Design mccpu_ctrl_v2, sky130hd; sources not shown.
Metal 3:
(2 px per micron) Cells faint in the background.
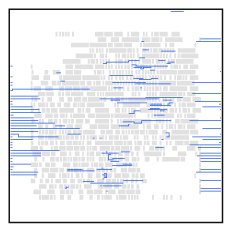
nets with wire on the layer = 114
longest straight run = 38.6 microns
share of all routed wire = 9.2%
wire length on this layer = 1,030 microns
met3 usage: 5.43%
Routed WL: 11.3 mm
via count: 3,884

M2 wires:
(2 px per micron)
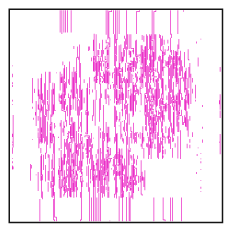
main direction = vertical
longest straight run = 36.5 microns
share of all routed wire = 50%
routing usage on met2: 28.0%

Clock nets:
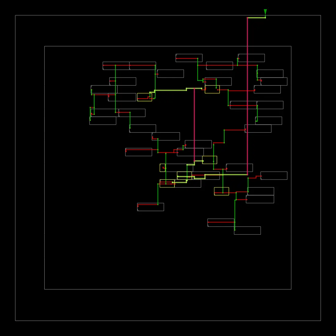
TritonCTS buffer count: 5
Flop Count: 35

PDN straps and rails:
(4 px per micron) Pins as bars on the die edge. Tap cells in gray.
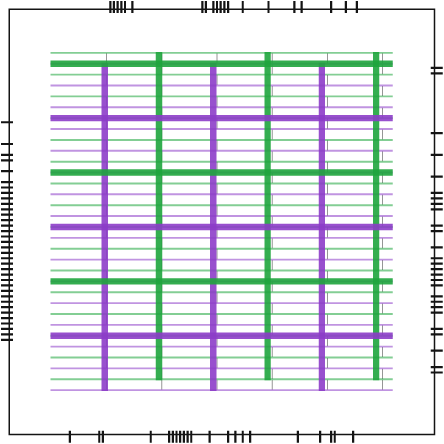
VSS -> purple
VDD -> green
signal pins = 103
met4 straps = 6
core area: 0.00721 sq mm
DIE HEIGHT: 106 microns
VDD IR-drop max: 735 uV
Die Wd: 106 microns

Signal wires by layer:
(4 px per micron)
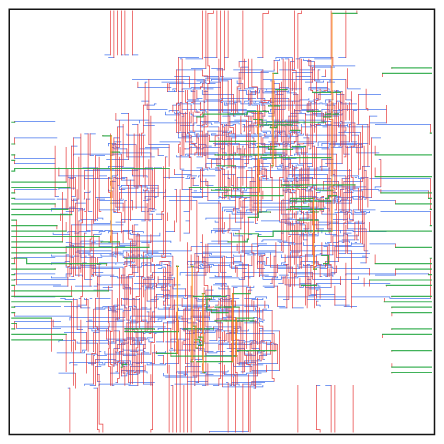
M1 -> blue  # wire length 4,360 microns
M4 -> orange  # wire length 244 microns
M2 -> red  # wire length 5,630 microns
M3 -> green  # wire length 1,030 microns
Avg WL per Cell: 14.2 microns
overall routing resource usage: 16.8%

==> results_dict.tcl <==
# collected from the flow reports
set metrics [dict create \
    syn_inst 521 \
    common_cells "nand2_1 (189), inv_1 (73), nor2_1 (71)" \
    powerDensity_mw_per_mm2 877 \
    cpPeakStageDelay_ps 190 \
    grt_pass1_vias 3545 \
    cts_tree "yes" \
    clk_latency_ps 290 \
    clkPwrFrac_pct 16.9 \
    synth-area-yosys_sq_mm 0.00317 \
    fp_util_pct 44.0 \
    synthFlopType "dfrtp_1" \
    final_cell_mix "nand2_1 (173), buf_4 (87), inv_1 (56)" \
    final_cells 792 \
    critPathKind "input port to output pin" \
    largest_cell_class "combinational gates" \
    ys.flops 35 \
    synth-edff-count 0 \
    yosysMostFrequentCell "nand2_1" \
    finalSetupViolations 52 \
    ys.warnings.count 6 \
    run_status "finished, violations left" \
    flop_area_sq_um 883 \
    hold_viol 35 \
    synth_top_area_share_pct 27.6 \
    antenna_found_initial 0 \
    largest_reg_flops 32 \
    seq_power_w 0.00123 \
    period_minus_slack_ps 1790 \
    dpl.hpwl_mm 7.82 \
    rsz0062_at_grt "true" \
    aoi_share_pct 2.52 \
    fin_setup_tns_ps -13760 \
    rrSetupSlack_ps -290 \
    power_w 0.00446 \
    synth.comb.largest_family "simple AND/OR/NAND/NOR gates" \
    cp_common_cell "inv_2" \
    first_iter_violations 243 \
    fmax_ghz 0.558 \
    clockRootBuffer "clkbuf_8" \
    final.clkbuf_count 6 \
    critPathLaunchType "input port" \
    holdWs_ps -27.3 \
    violations "negative hold slack, negative setup slack" \
    crit_buf_inv 6 \
    comb_share_pct 41.6 \
    placed_cell_area_sq_mm 0.00448 \
    die_area_sq_mm 0.0112 \
    num-fill-cells 568 \
    worst_slack_ps -394 \
    wl_met2_mm 5.63 \
    buf_share_pct 31.2 \
    drt_first_pass_iters 5 \
    seqPwrFrac_pct 27.6 \
    synth-simple-area-share_pct 49.3 \
    synth_cell_type_count 34 \
    busiest_layer "met2" \
    preCtsSetupSlack_ps -1140 \
    cp_max_fo 6 \
    syn_area_sq_mm 0.00317 \
    p_leak_nw 3.23 \
    ys_cells 521 \
    antennaDiodeCount 0 \
    hold_class "input port to asynchronous set/reset pin" \
    layout-drive-gt1-share_pct 34.8 \
    min_period_over_period_pct 128 \
    routabilityCongestion 0.926 \
    p_sw_share_pct 38.9 \
    drc 0 \
    io_pins 103 \
    power_switching_w 0.00174 \
    critPathCaptureType "output pin" \
    top_cells_by_area "dfrtp_1 (28%), nand2_1 (22%), inv_1 (8.6%)" \
    m1WireLength_mm 4.36 \
    placed_cells 765 \
]
Power is estimated from default activity; no workload was simulated.
